===== config.mk =====
export PLATFORM = sky130hd
export DESIGN_NAME = cfg_txn_driver
export DESIGN_NICKNAME = d
export VERILOG_FILES = /design/src/rtl/cfg_txn_driver.sv
export SDC_FILE = /design/constraint.sdc
export NUM_CORES = 1
export LEC_CHECK = 0
export ABC_AREA = 1
export CAP_MARGIN = 25
export CORE_UTILIZATION = 30
export CTS_CLUSTER_DIAMETER = 60
export CTS_CLUSTER_SIZE = 28
export DETAILED_ROUTE_END_ITERATION = 10
export RECOVER_POWER = 25
export SLEW_MARGIN = 20
export SYNTH_ARGS = -nofsm -noshare
export SYNTH_HDL_FRONTEND = slang
export SYNTH_SLANG_ARGS = --single-unit
export TNS_END_PERCENT = 50

===== constraint.sdc =====
create_clock -name clk -period 2.3 [get_ports clk]
set_input_delay 0.23 -clock clk [delete_from_list [all_inputs] [get_ports clk]]
set_output_delay 0.23 -clock clk [all_outputs]
set_load 0.01 [all_outputs]

===== src/rtl/cfg_txn_driver.sv =====
// cfg_txn_driver: queued command port driving single cfg-bus write/read transactions.
// Each command holds cfg_enable for HOLD_CYCLES cycles, then pulses rsp_valid for one cycle.
// Optional read-data checking is compiled in with `define CFG_TXN_DRIVER_CHECK_EN; without it
// rsp_err_o and fail_cnt_o are tied to zero and cmd_exp_i/cmd_chk_i are ignored.
module cfg_txn_driver #(
    parameter int unsigned ADDR_W      = 3,
    parameter int unsigned DATA_W      = 10,
    parameter int unsigned DEPTH       = 4,
    parameter int unsigned HOLD_CYCLES = 2
) (
    input  logic              clk,
    input  logic              rst_n,
    input  logic              cmd_valid_i,
    output logic              cmd_ready_o,
    input  logic              cmd_rd_wr_i,
    input  logic [ADDR_W-1:0] cmd_addr_i,
    input  logic [DATA_W-1:0] cmd_wdata_i,
    input  logic [DATA_W-1:0] cmd_exp_i,
    input  logic              cmd_chk_i,
    output logic              cfg_enable_o,
    output logic              cfg_rd_wr_o,
    output logic [ADDR_W-1:0] cfg_addr_o,
    output logic [DATA_W-1:0] cfg_wdata_o,
    input  logic [DATA_W-1:0] cfg_rdata_i,
    output logic              rsp_valid_o,
    output logic [DATA_W-1:0] rsp_rdata_o,
    output logic              rsp_err_o,
    output logic              busy_o,
    output logic [7:0]        fail_cnt_o
);

    localparam int unsigned PtrW  = $clog2(DEPTH);
    localparam int unsigned CntW  = PtrW + 1;
    // Counter only needs to hold HOLD_CYCLES-1; keep at least one bit.
    localparam int unsigned HoldW = (HOLD_CYCLES > 1) ? $clog2(HOLD_CYCLES) : 1;

    typedef struct packed {
        logic              rd_wr;
        logic [ADDR_W-1:0] addr;
        logic [DATA_W-1:0] wdata;
`ifdef CFG_TXN_DRIVER_CHECK_EN
        logic [DATA_W-1:0] exp_data;
        logic              chk;
`endif
    } cmd_t;

    typedef enum logic [1:0] {StIdle, StDrive, StResp} state_e;

    cmd_t              mem_q [DEPTH];
    logic [PtrW-1:0]   wr_ptr_q, rd_ptr_q;
    logic [CntW-1:0]   count_q;
    cmd_t              push_cmd, head_cmd;
    logic              push, pop;

    state_e            state_q;
    logic [HoldW-1:0]  hold_q;
    logic              cfg_enable_q, cfg_rd_wr_q;
    logic [ADDR_W-1:0] cfg_addr_q;
    logic [DATA_W-1:0] cfg_wdata_q;
    logic              rsp_valid_q;
    logic [DATA_W-1:0] rsp_rdata_q;

    assign push_cmd.rd_wr = cmd_rd_wr_i;
    assign push_cmd.addr  = cmd_addr_i;
    assign push_cmd.wdata = cmd_wdata_i;
`ifdef CFG_TXN_DRIVER_CHECK_EN
    assign push_cmd.exp_data = cmd_exp_i;
    assign push_cmd.chk      = cmd_chk_i;
`endif

    assign cmd_ready_o = (count_q != CntW'(DEPTH));
    assign push        = cmd_valid_i && cmd_ready_o;
    // The FSM takes the head whenever it is free to start a transaction (IDLE or RESP).
    assign pop         = (count_q != '0) && ((state_q == StIdle) || (state_q == StResp));
    assign head_cmd    = mem_q[rd_ptr_q];

    // Command storage; contents are don't-care while their slot is empty, so no reset.
    always_ff @(posedge clk) begin
        if (push) begin
            mem_q[wr_ptr_q] <= push_cmd;
        end
    end

    // FIFO pointers and occupancy; pointers wrap naturally since DEPTH is a power of two.
    always_ff @(posedge clk or negedge rst_n) begin
        if (!rst_n) begin
            wr_ptr_q <= '0;
            rd_ptr_q <= '0;
            count_q  <= '0;
        end else begin
            if (push) wr_ptr_q <= wr_ptr_q + PtrW'(1);
            if (pop)  rd_ptr_q <= rd_ptr_q + PtrW'(1);
            if (push && !pop) begin
                count_q <= count_q + CntW'(1);
            end else if (pop && !push) begin
                count_q <= count_q - CntW'(1);
            end
        end
    end

`ifdef CFG_TXN_DRIVER_CHECK_EN
    logic [DATA_W-1:0] exp_q;
    logic              chk_q;
    logic              rsp_err_q;
    logic [7:0]        fail_cnt_q;
    logic              mismatch;

    // Only checked reads can mismatch; evaluated on the final DRIVE cycle.
    assign mismatch   = chk_q && cfg_rd_wr_q && (cfg_rdata_i != exp_q);
    assign rsp_err_o  = rsp_err_q;
    assign fail_cnt_o = fail_cnt_q;
`else
    logic unused_chk_inputs;

    assign unused_chk_inputs = ^{cmd_exp_i, cmd_chk_i};
    assign rsp_err_o         = 1'b0;
    assign fail_cnt_o        = 8'd0;
`endif

    // Transaction FSM with registered bus and response outputs.
    always_ff @(posedge clk or negedge rst_n) begin
        if (!rst_n) begin
            state_q      <= StIdle;
            hold_q       <= '0;
            cfg_enable_q <= 1'b0;
            cfg_rd_wr_q  <= 1'b0;
            cfg_addr_q   <= '0;
            cfg_wdata_q  <= '0;
            rsp_valid_q  <= 1'b0;
            rsp_rdata_q  <= '0;
`ifdef CFG_TXN_DRIVER_CHECK_EN
            exp_q        <= '0;
            chk_q        <= 1'b0;
            rsp_err_q    <= 1'b0;
            fail_cnt_q   <= 8'd0;
`endif
        end else begin
            rsp_valid_q <= 1'b0;
`ifdef CFG_TXN_DRIVER_CHECK_EN
            rsp_err_q   <= 1'b0;
`endif
            unique case (state_q)
                StIdle, StResp: begin
                    cfg_enable_q <= 1'b0;
                    if (pop) begin
                        cfg_enable_q <= 1'b1;
                        cfg_rd_wr_q  <= head_cmd.rd_wr;
                        cfg_addr_q   <= head_cmd.addr;
                        cfg_wdata_q  <= head_cmd.wdata;
`ifdef CFG_TXN_DRIVER_CHECK_EN
                        exp_q        <= head_cmd.exp_data;
                        chk_q        <= head_cmd.chk;
`endif
                        hold_q       <= HoldW'(HOLD_CYCLES - 1);
                        state_q      <= StDrive;
                    end else begin
                        state_q      <= StIdle;
                    end
                end
                StDrive: begin
                    if (hold_q == '0) begin
                        cfg_enable_q <= 1'b0;
                        rsp_valid_q  <= 1'b1;
                        rsp_rdata_q  <= cfg_rd_wr_q ? cfg_rdata_i : '0;
`ifdef CFG_TXN_DRIVER_CHECK_EN
                        rsp_err_q    <= mismatch;
                        if (mismatch && (fail_cnt_q != 8'hFF)) begin
                            fail_cnt_q <= fail_cnt_q + 8'd1;
                        end
`endif
                        state_q      <= StResp;
                    end else begin
                        hold_q       <= hold_q - HoldW'(1);
                    end
                end
                default: begin
                    cfg_enable_q <= 1'b0;
                    state_q      <= StIdle;
                end
            endcase
        end
    end

    assign cfg_enable_o = cfg_enable_q;
    assign cfg_rd_wr_o  = cfg_rd_wr_q;
    assign cfg_addr_o   = cfg_addr_q;
    assign cfg_wdata_o  = cfg_wdata_q;
    assign rsp_valid_o  = rsp_valid_q;
    assign rsp_rdata_o  = rsp_rdata_q;
    assign busy_o       = (count_q != '0) || (state_q != StIdle);

endmodule


**Run 1: floorplan with the power grid**

The bar under the picture is 20 um long. Pins as bars on the die edge.
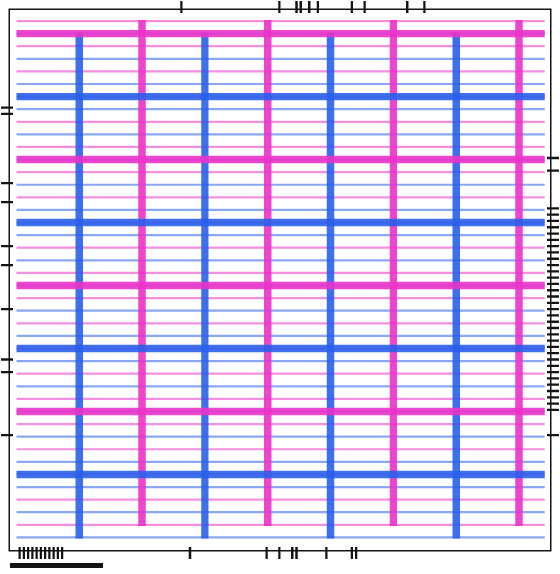
Key: magenta = VDD; blue = VSS
42 met1 rails follow the rows. 8 straps on met4. The core has 41 rows.
Die H: 117 um
Core ar.: 12,700 sq um
peak supply drop: 0.467 mV
Horiz. Die Dim: 117 um

**Run 1: cell classes on the final placement**

The bar under the picture is 20 um long.
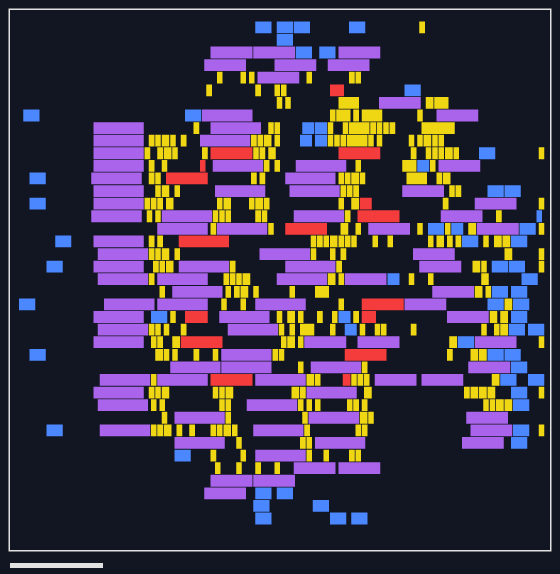
Key: blue = remaining buffers and delay cells [cells 63, share of their area 13%]; red = clock drivers and dummy loads [cells 16, share of their area 6.4%]; purple = sequential cells [cells 91, share of their area 54%]; yellow = remaining logic cells [cells 291, share of their area 26%]

==> reports/metrics.cfg, run 1 <==
[yosys]
logic_family = simple AND/OR/NAND/NOR gates
avgSynthCellArea_sq_um = 9.88
top_area_cell = edfxtp_1
synth-async-reset-ratio_pct = 38.5
ys_types = 18
synth-edff-count = 56
common_cells = nand2_1 (136), inv_1 (72), edfxtp_1 (56), nand3_1 (42), dfrtp_1 (35)
synthSimpleGateAreaFrac_pct = 19.0
ff_type = edfxtp_1
syn_inst = 399
synth-seq-cells = 91
yosys_warnings = 0
compound_area_share_pct = 1.52
synth.most_common_cell = nand2_1
synth_xor_xnor_area_share_pct = 1.11
yosysSeqAreaShare_pct = 64.9
top_cell_area_share_pct = 42.7
synth.area.mux_share_pct = 0
yosys-stat-area_sq_um = 3940
ys_sh_adder_pct = 2.10
ys_cells = 399
synthTopCellsByArea = edfxtp_1 (43%), dfrtp_1 (22%), nand2_1 (13%)
syn-cell-area_sq_um = 3940

[cells_and_area]
lay_top_cells = nand2_1 (136), inv_1 (72), edfxtp_1 (56)
nNonClkBuffers = 63
nonClkBufAreaFrac_pct = 12.2
largestClassByArea = sequential cells
seq_share_pct = 51.9
stdcell_area_sq_um = 4920
area_growth_pct = 25.0
regArea_sq_um = 2560
diodes = 1
clkbuf_count = 11
largest_reg_flops = 56
nMultiInputCombCells = 217
clkCellAreaFrac_pct = 6.15
inv_count = 74
layout_top_cell = nand2_1
n_fill_cell = 1273
comb_area_share_pct = 19.6
fin_nets = 500
instances_no_fill = 634
fin_util_pct = 38.7
flops = 91
drive_gt1_share_pct = 5.64

[power_and_ir_drop]
p_total_mw = 6.41
power_leader = registers
pg_clk_mw = 1.46
leakagePower_nw = 2.31
pg_comb_mw = 2.44
switching_power_mw = 2.28
intPower_mw = 4.13
power_frac_clock_pct = 22.7
seqPwrFrac_pct = 39.2
power_frac_comb_pct = 38.1
switching_share_pct = 35.5

[placement]
pre_cts_slack_ns = 0.251
numPortBuffers = 54
hpwl_um = 4870
gp_congestion = 0.744
dp.cells = 617
dpl_cell_area_sq_um = 4620

[clocking]
cts_max_level = 3
numCtsBuffers = 9
cts-resized-gates = 0
cts_hold_buf = 0
cts_setup_buffers = 0
cts_sinks = 91
cts.reportedPaths.clkPinSlew_ns = 0.06
cts_tree = done
cts-root-buf = clkbuf_16
clock_latency_ns = 0.33

[floorplanning]
initCoreUtil_pct = 31.0
die-area_sq_um = 13600
ios = 75
rows = 41
taps = 172

[critical_path]
cp-endpoint = count_q[2]
critical-path-top-delay-family = adder cells
path_cells = inv_1 -> nand3_1 -> nand2_1 -> inv_1 -> ha_1 -> inv_1 -> fa_1 -> inv_1 -> nand2_1 -> nand3_1 -> xor2_1
path_depth = 11
worstSetupStartpoint = count_q[0]
required_ns = 2.54
cp_max_fo = 7
cp.arrival_ns = 2.23
critPathKind = flip-flop to flip-flop
r2r-end = count_q[2]
crit_path_frequent_cell = inv_1
cp_slowest_cell = dfrtp_1
start_kind = flip-flop
reg2reg_depth = 11
cp-end-kind = flip-flop
r2r-start = count_q[0]
rrSetupSlack_ns = 0.31
slowest_delay_ns = 0.42

[outcome]
status = finished with violations
violations = capacitance limit, slew limit

[route]
via_per_inst = 4.16
dr_total_vias = 2639
drt-total-wl_um = 7600
route.met3.wl_um = 435
drt_iter0_drc = 134
met1_length_um = 3350
dr_wl_met2_um = 3780
highest_layer = met4
wl_per_cell_um = 12.0
drcViolationCount = 0

[global_route]
use_met1_pct = 14.6
grt_pass1_vias = 2622
busiest_layer = met2
grtUsageMet3_pct = 3.74
grt_start_max_net_pins = 36
grt_usage_pct = 12.3
met2_usage_pct = 21.5
grt_overflow = 0
grt_pass1_wl_um = 12600
antenna_found_initial = 1

[timing]
period_minus_slack_ns = 1.99
fin_ws_ns = 0.311
finalSetupViolCount = 0
final.setup.tns_ns = 0
worst_pin_slew_ns = 1.86
finalHoldViolCount = 0
relSlewSlack_pct = -23.8
clock.fmax_mhz = 503
holdWs_ns = 0.407
rsz0062_at_grt = no
maxSlewViolCount = 36
post-route-period-util_pct = 86.5

[flow_run]
log.warning_count = 40
maxCapViolCount = 1

[min_path]
hold_path_class = input port to async pin

**Run 1: clock distribution**

The bar under the picture is 20 um long.
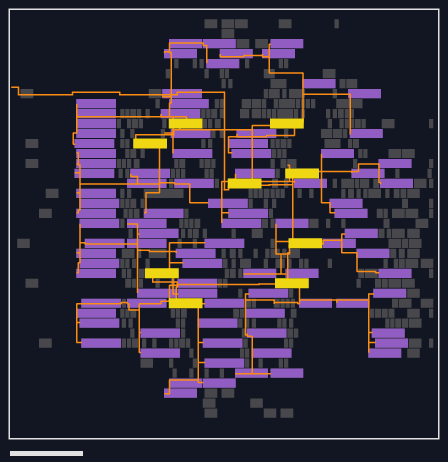
Key: yellow = clock-net drivers [count 9]; orange = clock wires [length 982 um]; purple = flip-flops [count 91]
There are 10 routed clock nets.

==> run 2, diff against run 1 <==
==> constraint.sdc (replaced) <==
create_clock -name clk -period 2 [get_ports clk]
set_input_delay 0.2 -clock clk [delete_from_list [all_inputs] [get_ports clk]]
set_output_delay 0.2 -clock clk [all_outputs]
set_load 0.01 [all_outputs]
**Run 2: cell placement**

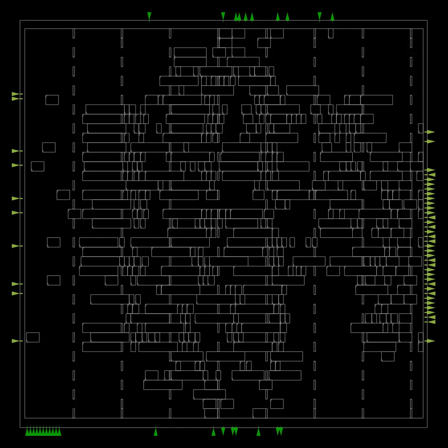
fin util: 38.8%
Rows: 41

**Run 2: signal wires by layer**

Only two layers are drawn.
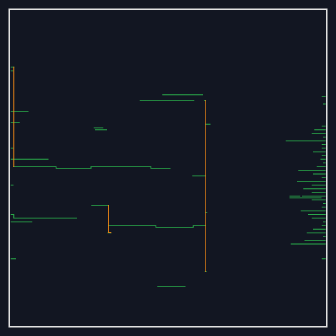
Key: orange = M4 [wire length 111 um]; green = M3 [wire length 393 um]

==> run 2 against run 1 <==
Effect of this change:
- the flow now finishes without violations
- setup slack worse by 0.093 ns
- synthesized cell count did not move
- sequential share of layout area decreased by 0.066 points
- die area is the same
- utilization about the same
- hold slack gained 0.018 ns
- global-route usage up 0.20 points
- largest cell class unchanged
- highest routed layer unchanged
==> reports/metrics.cfg, run 2 <==
[timing]
finalHoldViolCount = 0  ; unchanged
fin_ws_ns = 0.218  ; -0.0933 ns
period_minus_slack_ns = 1.78
clock.fmax_mhz = 561
worst_pin_slew_ns = 0.803  ; -1.05 ns
relSlewSlack_pct = 46.5  ; +70 points
holdWs_ns = 0.425  ; +0.0181 ns
finalSetupViolCount = 0  ; unchanged
skew_ns = 0.00254
maxSlewViolCount = 0  ; -100%
final.setup.tns_ns = 0  ; unchanged
rsz0062_at_grt = no
post-route-period-util_pct = 89.1

[power_and_ir_drop]
p_total_mw = 7.36  ; +15%
power_leader = registers
intPower_mw = 4.72  ; +14%
seqPwrFrac_pct = 39.3  ; about the same
pg_comb_mw = 2.81  ; +15%
power.density_nw_per_um2 = 1490
power_frac_comb_pct = 38.2  ; about the same
max-vdd-ir-drop_mv = 0.614  ; +31%
switching_power_mw = 2.64  ; +16%
leakagePower_nw = 2.33  ; +0.69%
power_frac_clock_pct = 22.5  ; -0.2 points
switching_share_pct = 35.9  ; +0.36 points
pg_clk_mw = 1.66  ; +14%

[critical_path]
required_ns = 1.80  ; -0.74 ns
path_cells = inv_1 -> nand3_1 -> nor2_1 -> nand2_1 -> clkdlybuf4s50_1
path_depth = 5  ; -6
start_kind = flip-flop
cp_slowest_cell = clkdlybuf4s50_1
critPathKind = flip-flop to output port
worstSetupStartpoint = count_q[0]
r2r-start = count_q[0]
cp.arrival_ns = 1.58  ; -0.65 ns
r2r-end = count_q[2]
slowest_delay_ns = 0.47  ; +0.05 ns
reg2reg_depth = 10  ; -1
cp-end-kind = output port
critical-path-top-delay-family = buffers and inverters
rrSetupSlack_ns = 0.23  ; -0.08 ns
cp_max_fo = 3  ; -4

[global_route]
met2_usage_pct = 20.9  ; -0.59 points
grt_pass1_vias = 2518  ; -4.0%
grtUsageMet3_pct = 3.48  ; -0.26 points
grt_start_max_net_pins = 36  ; unchanged
grt_pass1_wl_um = 12500  ; -0.87%
antenna_found_initial = 0  ; -1
use_met1_pct = 15.3  ; +0.74 points
busiest_layer = met2
grt_overflow = 0  ; unchanged
grt_usage_pct = 12.5  ; +0.20 points

[yosys]
common_cells = nand2_1 (136), inv_1 (72), edfxtp_1 (56), nand3_1 (42), dfrtp_1 (35)
synth-seq-cells = 91  ; unchanged
synthTopCellsByArea = edfxtp_1 (43%), dfrtp_1 (22%), nand2_1 (13%)
ys_cells = 399  ; unchanged
ys_types = 18  ; unchanged
yosysSeqAreaShare_pct = 64.9  ; unchanged
synth-edff-count = 56  ; unchanged
ff_type = edfxtp_1
ys_sh_adder_pct = 2.10  ; unchanged
synthSimpleGateAreaFrac_pct = 19.0  ; unchanged
synth_xor_xnor_area_share_pct = 1.11  ; unchanged
logic_family = simple AND/OR/NAND/NOR gates
top_area_cell = edfxtp_1
syn_inst = 399  ; unchanged
yosys-stat-area_sq_um = 3940  ; unchanged
syn-cell-area_sq_um = 3940  ; unchanged
synth.area.mux_share_pct = 0  ; unchanged
yosys_warnings = 0  ; unchanged
synth.most_common_cell = nand2_1
avgSynthCellArea_sq_um = 9.88  ; unchanged
synth-async-reset-ratio_pct = 38.5  ; unchanged
compound_area_share_pct = 1.52  ; unchanged

[placement]
dp.cells = 618  ; +0.16%
hpwl_um = 4920  ; +0.89%
numPortBuffers = 54  ; unchanged
dpl_cell_area_sq_um = 4630  ; +0.16%
pre_cts_slack_ns = 0.151  ; -0.0994 ns
gp_congestion = 0.733  ; -1.4%

[clocking]
clock_latency_ns = 0.34  ; about the same
cts_setup_buffers = 0  ; unchanged
cts-root-buf = clkbuf_16
cts_hold_buf = 1  ; +1
cts-resized-gates = 0  ; unchanged
cts_tree = done
cts.reportedPaths.clkPinSlew_ns = 0.06  ; about the same
cts_max_level = 3  ; unchanged

[cells_and_area]
fin_nets = 502  ; +0.40%
regArea_sq_um = 2560  ; unchanged
nonClkBufAreaFrac_pct = 12.6  ; +0.37 points
instances_no_fill = 635  ; +0.16%
seq_share_pct = 51.9  ; -0.066 points
flops = 91  ; unchanged
layout_top_cell = nand2_1
stdcell_area_sq_um = 4930  ; +0.13%
drive_gt1_share_pct = 6.26  ; +0.62 points
n_fill_cell = 1269  ; -0.31%
diodes = 0  ; -1
largestClassByArea = sequential cells
nMultiInputCombCells = 217  ; unchanged
lay_top_cells = nand2_1 (136), inv_1 (72), edfxtp_1 (56)
clkCellAreaFrac_pct = 5.94  ; -0.21 points
area_growth_pct = 25.1
largest_reg_flops = 56  ; unchanged
nNonClkBuffers = 65  ; +3.2%
top_register = mem_q
comb_area_share_pct = 19.6  ; -0.025 points

[floorplanning]
die-area_sq_um = 13600  ; unchanged
initCoreUtil_pct = 31.0  ; unchanged
core_sq_um = 12700  ; unchanged
die_y_um = 117  ; unchanged
die_width_um = 117  ; unchanged
taps = 172  ; unchanged
ios = 75  ; unchanged

[min_path]
min_to = rsp_rdata_o[2]
hold_start = cfg_rdata_i[2]
hold_path_class = input port to flip-flop

[route]
dr_wl_met2_um = 3660  ; -3.1%
drcViolationCount = 0  ; unchanged
drt_iter0_drc = 135  ; +0.75%
via_per_inst = 4.09  ; -1.8%
route.met3.wl_um = 392  ; -9.9%
drt-total-wl_um = 7690  ; +1.2%
met1_length_um = 3530  ; +5.4%
wl_per_cell_um = 12.1  ; +1.0%
dr_total_vias = 2596  ; -1.6%
highest_layer = met4

[flow_run]
maxCapViolCount = 0  ; -1
log.warning_count = 40  ; unchanged

[outcome]
status = completed

==> run 3, diff against run 2 <==
--- a/config.mk
+++ b/config.mk
@@ -11,9 +11,10 @@
 export CTS_CLUSTER_DIAMETER = 60
 export CTS_CLUSTER_SIZE = 28
 export DETAILED_ROUTE_END_ITERATION = 10
+export DONT_BUFFER_PORTS = 1
 export RECOVER_POWER = 25
 export SLEW_MARGIN = 20
 export SYNTH_ARGS = -nofsm -noshare
 export SYNTH_HDL_FRONTEND = slang
 export SYNTH_SLANG_ARGS = --single-unit
-export TNS_END_PERCENT = 50
+export TNS_END_PERCENT = 10
==> run 3 against run 2 <==
Effect of this change:
- sequential power increased by 6%
- area after synthesis unchanged
- routed wire length decreased by 2.7%
- die area unchanged
- cell count decreased by 6.0%
- combinational power decreased by 24%
- fmax increased by 1.2%
- via count decreased by 5.1%
==> reports/metrics.cfg, run 3 <==
[placement]
pre_cts_slack_ns = 0.237  ; +0.0855 ns
numPortBuffers = 0  ; -100%
dp.cells = 564  ; -8.7%
gp_congestion = 0.732  ; -0.22%
dpl_cell_area_sq_um = 4090  ; -12%

[power_and_ir_drop]
intPower_mw = 4.32  ; -8.5%
power.density_nw_per_um2 = 1510  ; +0.99%
power_leader = registers
power_frac_comb_pct = 31.0  ; -7.2 points
p_total_mw = 6.88  ; -6.6%
power_frac_clock_pct = 24.5  ; +2.0 points

[cells_and_area]
top_register = mem_q
nMultiInputCombCells = 217  ; unchanged
flops = 91  ; unchanged
diodes = 0  ; unchanged
nonClkBufAreaFrac_pct = 5.27  ; -7.3 points
fin_nets = 464  ; -7.6%
layout_top_cell = nand2_1

[critical_path]
critPathKind = flip-flop to flip-flop
required_ns = 2.21  ; +0.41 ns
start_kind = flip-flop
reg2reg_depth = 10  ; unchanged
path_cells = inv_1 -> nand3_1 -> nand2_1 -> inv_1 -> ha_1 -> inv_1 -> fa_1 -> nand2_1 -> nand3_1 -> xor2_1
cp_max_fo = 3  ; unchanged
rrSetupSlack_ns = 0.24  ; about the same
r2r-start = count_q[0]

[global_route]
grt_pass1_vias = 2401  ; -4.6%
grt_start_max_net_pins = 36  ; unchanged
antenna_found_initial = 0  ; unchanged

[timing]
final.setup.tns_ns = 0  ; unchanged
period_minus_slack_ns = 1.76  ; -0.0204 ns
maxSlewViolCount = 0  ; unchanged
skew_ns = 0.0104  ; +0.00785 ns
rsz0062_at_grt = no
fin_ws_ns = 0.238  ; +0.0204 ns
post-route-period-util_pct = 88.1  ; -1.0 points
finalHoldViolCount = 0  ; unchanged
clock.fmax_mhz = 568  ; +1.2%

[yosys]
ys_cells = 399  ; unchanged
syn-cell-area_sq_um = 3940  ; unchanged
synth.area.mux_share_pct = 0  ; unchanged
ys_types = 18  ; unchanged
syn_inst = 399  ; unchanged
yosysSeqAreaShare_pct = 64.9  ; unchanged
synthTopCellsByArea = edfxtp_1 (43%), dfrtp_1 (22%), nand2_1 (13%)
ys_sh_adder_pct = 2.10  ; unchanged
synth_xor_xnor_area_share_pct = 1.11  ; unchanged

[clocking]
cts_tree = done
cts_hold_buf = 17  ; +16
cts.reportedPaths.clkPinSlew_ns = 0.06  ; about the same
cts_max_level = 3  ; unchanged
cts_setup_buffers = 0  ; unchanged
cts-root-buf = clkbuf_16
cts-resized-gates = 0  ; unchanged

[flow_run]
log.warning_count = 40  ; unchanged

[floorplanning]
die-area_sq_um = 13600  ; unchanged
core_sq_um = 12700  ; unchanged
ios = 75  ; unchanged
die_width_um = 117  ; unchanged

[outcome]
status = completed

[route]
via_per_inst = 4.13  ; +0.92%
highest_layer = met4

[min_path]
hold_path_class = input port to flip-flop

**Run 3: signal wires by layer**

Only two layers are drawn.
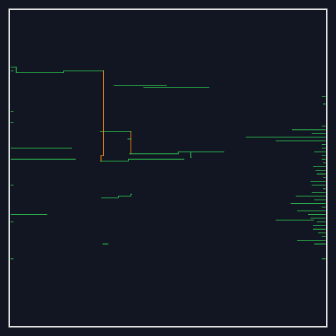
Key: orange = M4 [wire length 42.4 um]; green = M3 [wire length 437 um]

**Run 3: cell classes on the final placement**

The bar under the picture is 20 um long.
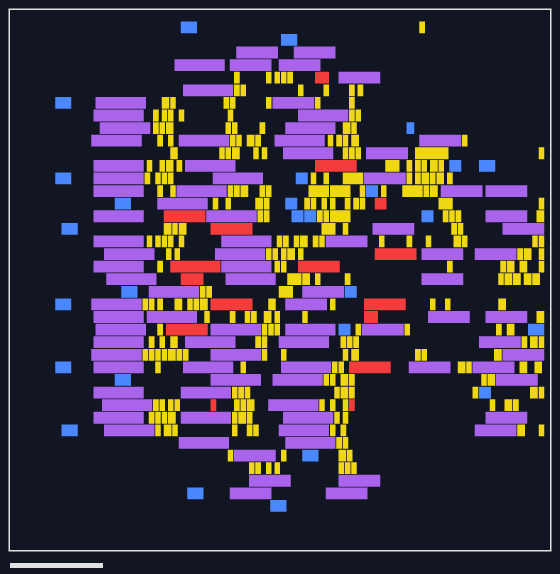
Key: red = clock drivers and dummy loads [cells 16, share of their area 6.9%]; blue = remaining buffers and delay cells [cells 27, share of their area 5.5%]; purple = sequential cells [cells 91, share of their area 59%]; yellow = remaining logic cells [cells 291, share of their area 29%]
final instance area: 4560 sq um
fin util: 35.8%
flop share of the area: 56.1%

No activity file was given, so power comes from the tool's default toggle rates.
